$ cat src/rtl/shift_ena_pkg.sv
`default_nettype none
// ============================================================================
// Module  : shift_ena_pkg
// Purpose : Shared state encoding and length helpers for shift_ena_gen.
// Rev     : 1.0  initial release
// ============================================================================
package shift_ena_pkg;

   typedef enum logic [1:0] {
      ST_IDLE  = 2'd0,
      ST_DELAY = 2'd1,
      ST_SHIFT = 2'd2
   } state_e;

   // Bits needed to hold values 0..max_val inclusive.
   function automatic int unsigned len_width(input int unsigned max_val);
      return $clog2(max_val + 1);
   endfunction

   // A zero or oversized request selects the longest window.
   function automatic int unsigned clamp_len(input int unsigned len,
                                             input int unsigned max_len);
      if (len == 0 || len > max_len) begin
         return max_len;
      end
      return len;
   endfunction

endpackage
`default_nettype wire

$ cat src/rtl/shift_win_cnt.sv
`default_nettype none
// ============================================================================
// Module  : shift_win_cnt
// Purpose : Loadable down-counter that saturates at zero, with zero/one flags.
// Rev     : 1.0  initial release
// ============================================================================
module shift_win_cnt #(
   parameter int unsigned W = 5
) (
   input  logic         clk,
   input  logic         load_i,
   input  logic [W-1:0] val_i,
   input  logic         dec_i,
   output logic [W-1:0] cnt_o,
   output logic         zero_o,
   output logic         one_o
);

   logic [W-1:0] cnt_q;
   logic [W-1:0] cnt_d;

   // No reset port: the owner drives load_i during its synchronous reset.
   always_comb begin
      cnt_d = cnt_q;
      if (load_i) begin
         cnt_d = val_i;
      end else if (dec_i && (cnt_q != '0)) begin
         cnt_d = cnt_q - W'(1);
      end
   end

   always_ff @(posedge clk) begin
      cnt_q <= cnt_d;
   end

   assign cnt_o  = cnt_q;
   assign zero_o = (cnt_q == '0);
   assign one_o  = (cnt_q == W'(1));

endmodule
`default_nettype wire

$ cat src/rtl/shift_ena_gen.sv
`default_nettype none
// ============================================================================
// Module  : shift_ena_gen
// Purpose : Post-reset and on-demand shift-enable window generator with an
//           optional pre-window delay. Define SHIFT_ENA_PAUSE_EN to add the
//           pause input that freezes a running delay/window.
// Rev     : 1.0  initial release
// ============================================================================
module shift_ena_gen
   import shift_ena_pkg::*;
#(
   parameter int unsigned RESET_LEN = 4,
   parameter int unsigned MAX_LEN   = 16,
   parameter int unsigned PRE_DLY   = 0,
   parameter int unsigned LEN_W     = len_width(MAX_LEN)
) (
   input  logic             clk,
   input  logic             reset,
   input  logic             start,
`ifdef SHIFT_ENA_PAUSE_EN
   input  logic             pause,
`endif
   input  logic [LEN_W-1:0] len,
   output logic             shift_ena,
   output logic             busy,
   output logic             done,
   output logic             start_drop,
   output logic [LEN_W-1:0] remaining
);

   localparam int unsigned DLY_W       = (PRE_DLY > 0) ? len_width(PRE_DLY) : 1;
   localparam state_e      RESET_STATE = (RESET_LEN > 0) ? ST_SHIFT : ST_IDLE;

   state_e             state_q, state_d;
   logic [LEN_W-1:0]   len_q, len_d;
   logic               done_q, done_d;
   logic               drop_q, drop_d;

   logic               w_pause;
   logic               w_accept;
   logic [LEN_W-1:0]   w_len_clamped;
   logic               w_win_load, w_win_dec, w_win_zero, w_win_one;
   logic [LEN_W-1:0]   w_win_val, w_win_cnt;
   logic               w_dly_load, w_dly_dec, w_dly_zero, w_dly_one;
   logic [DLY_W-1:0]   w_dly_val, w_dly_cnt;
   logic               w_dly_unused;

`ifdef SHIFT_ENA_PAUSE_EN
   assign w_pause = pause;
`else
   assign w_pause = 1'b0;
`endif

   assign w_accept      = (state_q == ST_IDLE) && start;
   assign w_len_clamped = LEN_W'(clamp_len(32'(len), MAX_LEN));

   // Window counter loads on reset, on a direct start, or when the delay expires.
   assign w_win_load = reset
                     || (w_accept && (PRE_DLY == 0))
                     || ((state_q == ST_DELAY) && !w_pause && (w_dly_one || w_dly_zero));
   assign w_win_val  = reset ? LEN_W'(RESET_LEN)
                     : ((state_q == ST_IDLE) ? w_len_clamped : len_q);
   assign w_win_dec  = (state_q == ST_SHIFT) && !w_pause;

   assign w_dly_load = reset || w_accept;
   assign w_dly_val  = reset ? '0 : DLY_W'(PRE_DLY);
   assign w_dly_dec  = (state_q == ST_DELAY) && !w_pause;

   shift_win_cnt #(.W(LEN_W)) u_win_cnt (
      .clk    (clk),
      .load_i (w_win_load),
      .val_i  (w_win_val),
      .dec_i  (w_win_dec),
      .cnt_o  (w_win_cnt),
      .zero_o (w_win_zero),
      .one_o  (w_win_one)
   );

   shift_win_cnt #(.W(DLY_W)) u_dly_cnt (
      .clk    (clk),
      .load_i (w_dly_load),
      .val_i  (w_dly_val),
      .dec_i  (w_dly_dec),
      .cnt_o  (w_dly_cnt),
      .zero_o (w_dly_zero),
      .one_o  (w_dly_one)
   );

   assign w_dly_unused = ^w_dly_cnt;

   always_comb begin
      state_d = state_q;
      len_d   = len_q;
      done_d  = 1'b0;
      drop_d  = 1'b0;
      case (state_q)
         ST_IDLE: begin
            if (start) begin
               len_d   = w_len_clamped;
               state_d = (PRE_DLY > 0) ? ST_DELAY : ST_SHIFT;
            end
         end
         ST_DELAY: begin
            drop_d = start;
            if (!w_pause && (w_dly_one || w_dly_zero)) begin
               state_d = ST_SHIFT;
            end
         end
         ST_SHIFT: begin
            drop_d = start;
            if (!w_pause && (w_win_one || w_win_zero)) begin
               state_d = ST_IDLE;
               done_d  = 1'b1;
            end
         end
         default: begin
            state_d = ST_IDLE;
         end
      endcase
   end

   always_ff @(posedge clk) begin
      if (reset) begin
         state_q <= RESET_STATE;
         len_q   <= LEN_W'(MAX_LEN);
         done_q  <= 1'b0;
         drop_q  <= 1'b0;
      end else begin
         state_q <= state_d;
         len_q   <= len_d;
         done_q  <= done_d;
         drop_q  <= drop_d;
      end
   end

   assign shift_ena  = (state_q == ST_SHIFT) && !w_pause;
   assign busy       = (state_q != ST_IDLE);
   assign done       = done_q;
   assign start_drop = drop_q;
   assign remaining  = (state_q == ST_SHIFT) ? w_win_cnt : '0;

endmodule
`default_nettype wire
$ cat config.mk
export PLATFORM = sky130hd
export DESIGN_NAME = shift_ena_gen
export DESIGN_NICKNAME = d
export VERILOG_FILES = /design/src/rtl/shift_ena_pkg.sv /design/src/rtl/shift_win_cnt.sv /design/src/rtl/shift_ena_gen.sv
export SDC_FILE = /design/constraint.sdc
export NUM_CORES = 1
export LEC_CHECK = 0
export CAP_MARGIN = 30
export CORE_UTILIZATION = 35
export CTS_CLUSTER_DIAMETER = 30
export CTS_CLUSTER_SIZE = 20
export DETAILED_ROUTE_END_ITERATION = 10
export GPL_TIMING_DRIVEN = 0
export PLACE_DENSITY = 0.66
export SLEW_MARGIN = 20
export SYNTH_ARGS = -nofsm -noshare
export SYNTH_HDL_FRONTEND = slang
export SYNTH_SLANG_ARGS = --single-unit
$ cat constraint.sdc
create_clock -name clk -period 1.7 [get_ports clk]
set_input_delay 0.34 -clock clk [delete_from_list [all_inputs] [get_ports clk]]
set_output_delay 0.34 -clock clk [all_outputs]
set_load 0.005 [all_outputs]
Figure 1. Port wiring (run 1).
The bar under the picture is 10 um long.
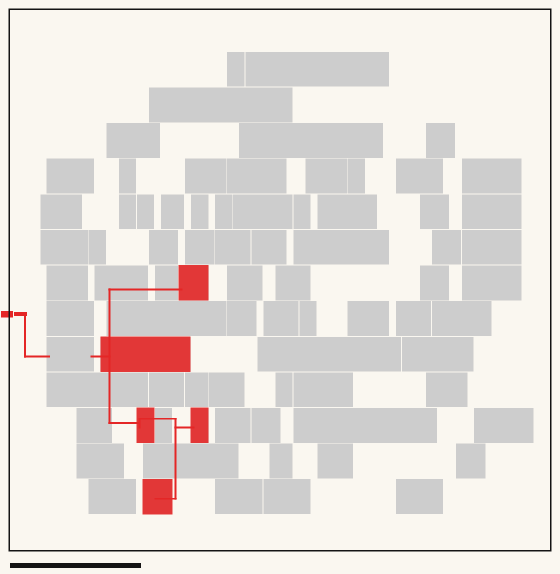
| port | color | direction | end cells | wire |
|---|---|---|---|---|
| `start` | red | input | 5 | 37.6 um |

Figure 2. Cells colored by class (run 1).
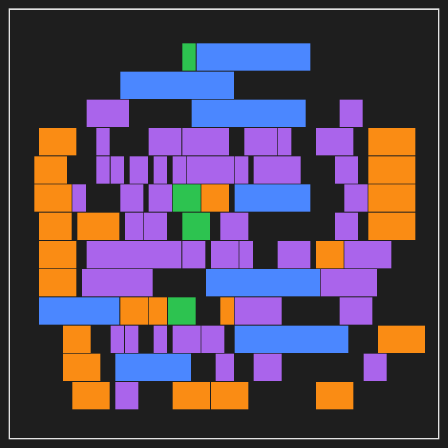
| class | color | cells |
|---|---|---|
| clock drivers and dummy loads | green | 4 |
| sequential cells | blue | 8 |
| remaining buffers and delay cells | orange | 23 |
| combinational and other logic | purple | 44 |
Placeable Area: 0.00137 mm^2
post-route design area: 813 um^2
Core Util, Final: 59.5%
sequential cell area share: 26.0%

Figure 3. Cell density map (run 1).
The die is cut into 8 by 8 equal tiles; black is low, pale yellow is high, 0 to 100% covered.
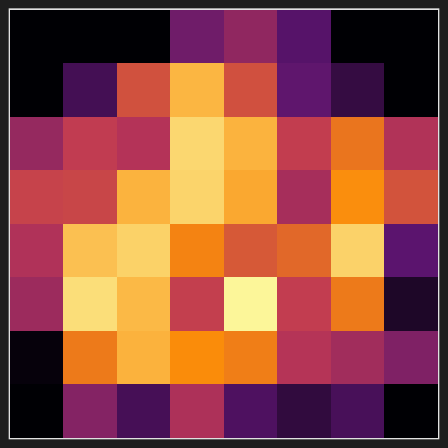
mean over tiles: 47%
fullest tile: 98%
densest ninth of the die: middle
nearly empty tiles: 16%
core utilization before placement: 39.5%

Figure 4. Cell sizes after repair (run 1).
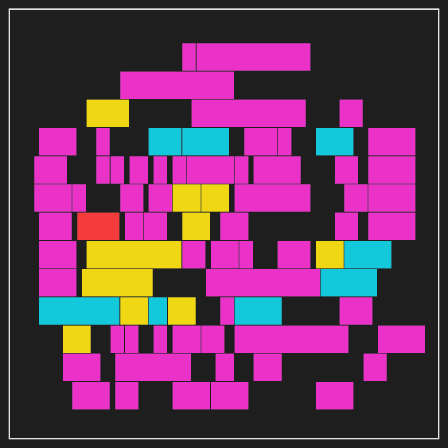
| size | color | cells |
|---|---|---|
| _0 and _1 cells | magenta | 60 |
| _6 and larger | red | 1 |
| _3 and _4 cells | yellow | 10 |
| _2 cells | cyan | 8 |
Signal buffers: 23
final worst setup slack: 0.0581 ns
area delta synth->final: 50.8%

-- run 1: area by class of cell --
cell class                 instances  area share (%)
tap                               15            2.31
inverter                           4            1.85
multi-input combinational         40            39.5
timing repair buffer              19            23.7
buffer                             4            3.38
sequential                         8            26.0
clock buffer                       4            3.23
-- run 1: worst min path at each step --
stage / startpoint / to / cells past startpoint
floorplan: start / start_drop / 2
global placement: state_q[1] / start_drop / 3
detailed placement: state_q[1] / start_drop / 3
CTS: len[1] / u_win_cnt.cnt_o[1] / 3
global route: len[1] / u_win_cnt.cnt_o[1] / 3
finish: len[1] / u_win_cnt.cnt_o[1] / 3
-- run 1: tightest hold or removal path, delay by kind of cell --
family,cells,cell delay (ns)
AND-OR/OR-AND,1,0.05
buffers and inverters,1,0.18
AND/OR/NAND/NOR,1,0.07
-- run 1: power by group --
part | internal [uW] | switching (uW)
Sequential | 287 | 48.6
Clock | 89.8 | 64.9
Combinational | 332 | 221
-- run 1: cells by family after synthesis --
| logic type | count (synthesis) |
|---|---|
| buf+inv | 8 |
| simple gates | 25 |
| flops | 8 |
| fa+ha+maj | 3 |
| xor+xnor | 3 |
| compound gates | 9 |
-- run 1: metrics by stage --
stage	worst slack, ns	hold WS [ns]	setup TNS, ns	instances
floorplan	0.0471	0.461	0	56
global route	0.0101	0.581	0	94
finish	0.0581	0.560	0	94
detailed placement	-0.489	0.625	-2.08	87
global placement	-0.457	0.613	-2.03	87
CTS	0.0176	0.577	0	92
-- run 1: registers in the layout, indices dropped and copies added, names as in the netlist --
name and count:
u_win_cnt.cnt_o 5, done 1, state_q 1, start_drop 1
-- run 1: synth_stat cells --
cell / count / area (um^2)
sky130_fd_sc_hd__and2_1: 6 / 37.5
sky130_fd_sc_hd__edfxtp_1: 5 / 150
sky130_fd_sc_hd__nand2_1: 5 / 18.8
sky130_fd_sc_hd__inv_1: 4 / 15.0
sky130_fd_sc_hd__a21oi_1: 3 / 15.0
sky130_fd_sc_hd__dfxtp_1: 3 / 60.1
sky130_fd_sc_hd__ha_1: 3 / 37.5
sky130_fd_sc_hd__nor2_1: 3 / 11.3
sky130_fd_sc_hd__xnor2_1: 3 / 26.3
sky130_fd_sc_hd__a211oi_2: 2 / 25.0
sky130_fd_sc_hd__buf_4: 2 / 15.0
sky130_fd_sc_hd__nand2b_1: 2 / 12.5
sky130_fd_sc_hd__nor2b_1: 2 / 12.5
sky130_fd_sc_hd__a21o_1: 1 / 7.51
sky130_fd_sc_hd__and2b_1: 1 / 7.51
sky130_fd_sc_hd__buf_1: 1 / 3.75
sky130_fd_sc_hd__buf_2: 1 / 5.00
sky130_fd_sc_hd__nor3_2: 1 / 10.0
sky130_fd_sc_hd__nor3b_1: 1 / 7.51
sky130_fd_sc_hd__nor3b_2: 1 / 12.5
sky130_fd_sc_hd__nor4b_2: 1 / 15.0
sky130_fd_sc_hd__o21a_1: 1 / 7.51
sky130_fd_sc_hd__o21ai_0: 1 / 5.00
sky130_fd_sc_hd__o21bai_1: 1 / 7.51
sky130_fd_sc_hd__or2_1: 1 / 6.26
sky130_fd_sc_hd__or4_1: 1 / 7.51
==> run summary, run 1 <==
Status on the layout run. Via count landed at 454. Relative slew slack landed at 79.1%. Biggest cell delay along the critical path landed at about 0.50 ns. Number of instances resized during post-cts repair landed at 11. IR analysis of the VDD net gives a maximum drop of approximately 660 uV.

Total clock sinks landed at 8. Total die area landed at 0.00170 mm^2. Final critical delay including setup and external delays landed at 1.64 ns.

Global-route met3 utilization landed at 1.63%. Chip width landed at 41.3 um. For reference, the top logic cell family by area is simple AND/OR/NAND/NOR gates. The run finished with clean final reports.

For the worst reg-to-reg path, the endpoint reported by OpenROAD is u_win_cnt.cnt_o[2]. The placement report lists the number of port buffers as 16. Complex-gate fraction of the synthesized area landed at between 10% and 20%. Maximum fanout encountered on the critical timing path landed at 3.

The number of hold buffers added after CTS was 0. For the final database, setup skew stands at 0.00160 ns. Mean cell area of the mapped netlist landed at 9.63 um^2. The repair_antennas step left the layout with diodes totalling 0. Summed over all nets, wire length on met3 after detailed routing comes to 45 um. STA classifies the critical path endpoint as a flop. Final net count landed at 91. Per the layout area report, the register area comes to ~210 um^2. The routed layout reports a DRC error count of 0. The global router reports that the layer with the highest usage is met2. STA classifies the critical path startpoint as a primary input. The min-delay analysis places its worst path in the category primary input to flop.

The number of clock buffers added by TritonCTS is 3. Per the STA report, the cell with the highest stage delay on the worst path is sky130_fd_sc_hd__or4_4. STA reports a reg2reg setup slack of around 0.18 ns. Leaving out fill and tap cells, the most frequent cell in the layout is sky130_fd_sc_hd__clkdlybuf4s50_1. TritonCTS built the clock tree.

Broken down by cell family, the worst path's largest delay share belongs to simple AND/OR/NAND/NOR gates. Netlist area before placement landed at 539 um^2. Per the repair_timing log after CTS, setup buffers inserted total 1. Met1 track utilization from global routing landed at 16.7%. For this run, the total global-route usage over all layers was measured as 16.2%.

After legalization and detailed placement, the total HPWL measured 788 um.
==> run 2, diff against run 1 <==
--- a/config.mk
+++ b/config.mk
@@ -12,6 +12,7 @@
 export DETAILED_ROUTE_END_ITERATION = 10
 export GPL_TIMING_DRIVEN = 0
 export PLACE_DENSITY = 0.66
+export RECOVER_POWER = 50
 export SLEW_MARGIN = 20
 export SYNTH_ARGS = -nofsm -noshare
 export SYNTH_HDL_FRONTEND = slang
Figure 5. Cell sizes after repair (run 2).
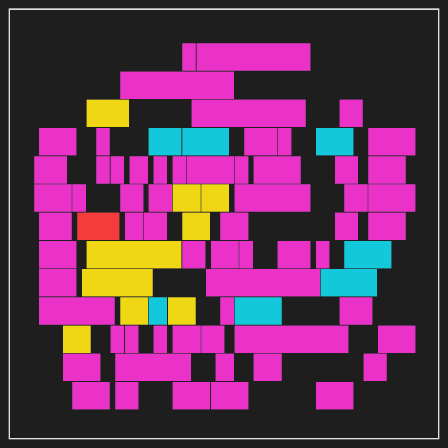
| size | color | cells |
|---|---|---|
| _2 cells | cyan | 7 |
| _0 and _1 cells | magenta | 62 |
| _3 and _4 cells | yellow | 9 |
| _6 and larger | red | 1 |

Figure 6. Port wiring (run 2).
The bar under the picture is 10 um long.
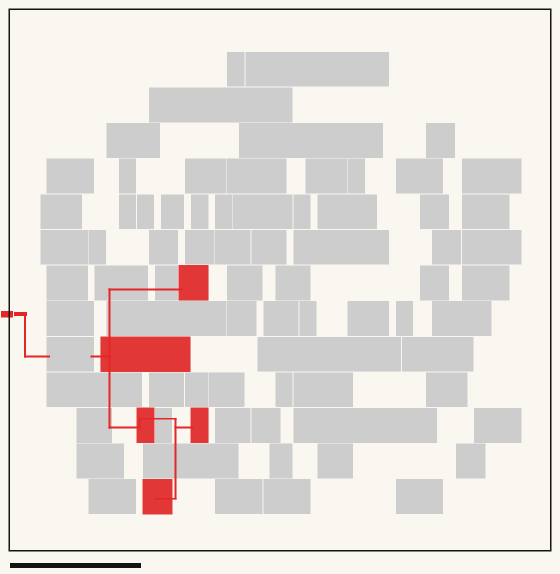
| port | color | direction | end cells | wire |
|---|---|---|---|---|
| `start` | red | input | 5 | 38.0 um |
I/O pin count: 17
number of port buffers: 16

==> run 2 against run 1 <==
  * Total power decreased by 1.4%
  * Utilization is 0.92 points lower
  * Final cell count stayed put
  * Largest cell class unchanged
  * Fmax shrank 0.30%
==> run summary, run 2 <==
Status on the layout run. Number of cells traversed by the worst hold path landed at 3 (unchanged). The most frequent logic cell in the layout is sky130_fd_sc_hd__and2_1 (was sky130_fd_sc_hd__clkdlybuf4s50_1). Total placed cells including tap cells landed at 87 (unchanged).

Mean cell area of the mapped netlist landed at 9.63 um^2 (unchanged). The cell family contributing the most delay on the critical path was buffers and inverters (was simple AND/OR/NAND/NOR gates). The clock tree from TritonCTS is done (unchanged). Final net count landed at 91 (unchanged). The top cell type by instance count after synthesis was sky130_fd_sc_hd__and2_1 (unchanged). Number of standard cells in the final layout excluding fillers landed at 94 (unchanged). Proportion of netlist area held by the largest area contributor landed at 27.8% (unchanged). Netlist area before placement landed at 539 um^2 (unchanged). The number of buffers created by CTS was 3 (unchanged). Via count landed at 453 (was 454). The type of element capturing the critical path was an output port (was flop).

Top cell types by occurrence after synthesis: 6 x sky130_fd_sc_hd__and2_1, 5 x sky130_fd_sc_hd__edfxtp_1, 5 x sky130_fd_sc_hd__nand2_1 (unchanged). The worst hold slack came to 0.556 ns (was 0.560 ns). Outcome: completed (unchanged).

The area of the core came to 0.00137 mm^2 (unchanged). The reg-to-reg endpoint was u_win_cnt.cnt_o[2] (unchanged). The proportion of register bits with asynchronous set or reset after synthesis is 0% (unchanged). The leading register cell type out of synthesis is sky130_fd_sc_hd__edfxtp_1 (unchanged). The startpoint type of the worst setup path is a flop (was primary input). Top post-synthesis cells by area: sky130_fd_sc_hd__edfxtp_1 28%, sky130_fd_sc_hd__dfxtp_1 11%, sky130_fd_sc_hd__and2_1 7.0% (unchanged). Maximum ir drop on the vdd rail landed at 651 uV (was 661 uV).

Chip width landed at 41.3 um (unchanged). The number of flops mapped to enable cells by yosys is 5 (unchanged). Initial cell density of the core landed at 39.5% (unchanged). Flip-flop count of the largest register after layout landed at 5 (unchanged). The number of hold-repair buffers added at the cts stage was 0 (unchanged). The top cell type by total area after synthesis was sky130_fd_sc_hd__edfxtp_1 (unchanged). Total clock sinks landed at 8 (unchanged). The setup total negative slack was 0 ns (unchanged).

The startpoint of the most critical hold path was len[1] (unchanged). The setup skew after layout came to 0.00318 ns (was 0.00160 ns). The overall fraction of global-route tracks in use is 16.2% (unchanged).

The relative slew slack was 79.0% (was 79.1%). Flop-to-flop setup slack landed at 0.16 ns (was 0.18 ns). The master of the slowest instance on the critical path is sky130_fd_sc_hd__clkdlybuf4s50_1 (was sky130_fd_sc_hd__or4_4). The number of diodes added for antenna fixing is 0 (unchanged). The area added between synthesis and finish is 48.5% (was 50.8%). Number of cells in Yosys stat landed at 56 (unchanged). The wire length after detailed routing is 1060 um (about the same).
Figure 7. Cells colored by class (run 2).
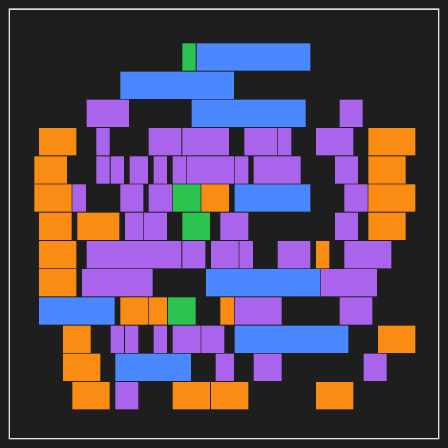
sequential cell area share: 26.3%
post-route design area: 801 um^2
Core Util, Final: 58.6%

[run 2: cell types whose count changed in the layout (fill, tap and decap cells not counted), sizes merged]
cell	change
dlygate4sd3	+3
buf	-2
clkdlybuf4s25	+3
dlymetal6s2s	-3
clkdlybuf4s50	-3
clkbuf	+2
[run 2: worst max path at each step]
stage | startpoint | to | depth (start not counted)
after floorplan | len[0] | u_win_cnt.cnt_o[0] | 5
after global placement | len[0] | u_win_cnt.cnt_o[1] | 6
after detailed placement | len[0] | u_win_cnt.cnt_o[1] | 6
after CTS | state_q[1] | remaining[1] | 3
after global routing | len[2] | u_win_cnt.cnt_o[1] | 6
final | state_q[1] | shift_ena | 3
[run 2: per-stage QoR]
| step | setup slack [ns] | power (uW) |
|---|---|---|
| 2_1_floorplan | 0.0471 | 646 |
| 3_3_place_gp | -0.457 | 847 |
| 3_5_place_dp | -0.489 | 855 |
| 4_1_cts | 0.0176 | 1040 |
| 5_1_grt | 0.0101 | 1110 |
| 6_report | 0.0532 | 1030 |
[run 2: per-layer routing]
metal  wire [um]  global-route usage (%)  vias to the layer above  part of all wire, %
met1         453                    16.7                      203                   43
met2         546                    29.7                       17                   51
met4          19                    12.1                        0                  1.8
met5           0                       0                        -                    0
met3          42                    1.63                        2                  4.0
li1            -                       -                      231                    -
[run 2: layout make-up]
type	instances	area [um^2]
Fill cell	137	566
Clock buffer	4	26.3
Inverter	4	15.0
Buffer	4	27.5
Sequential cell	8	210
Tap cell	15	18.8
Timing Repair Buffer	19	181
Multi-Input combinational cell	40	322
[run 2: cell families (layout without fill, tap and decap cells)]
family	count (synthesis)	in the layout	synth area share (%)
simple gates	25	25	29.5
compound gates	9	9	12.5
flops	8	8	39.0
buf+inv	8	31	7.19
fa+ha+maj	3	3	6.96
xor+xnor	3	3	4.87
[run 2: power by group]
part	internal, uW	switching (uW)	total (uW)	leakage (uW)
logic	318	221	539	0.000245
registers	285	47.6	333	0.0000799
clock network	89.9	66.5	156	0.0000150
total	693	335	1030	0.000339
[run 2: repair_timing]
item                                   in CTS  in global routing
resized                                    11                  6
pin swaps                                   5                  2
setup buffers                               1                  2
endpoints found under the hold margin       0                  0
setup endpoints to repair                   9                  6
[run 2: worst min-delay path, cell delays in order]
cell and delay [ns]:
sky130_fd_sc_hd__clkdlybuf4s15_1 0.18, sky130_fd_sc_hd__nand2_1 0.07, sky130_fd_sc_hd__a21oi_2 0.05
No activity file was given, so power comes from the tool's default toggle rates.
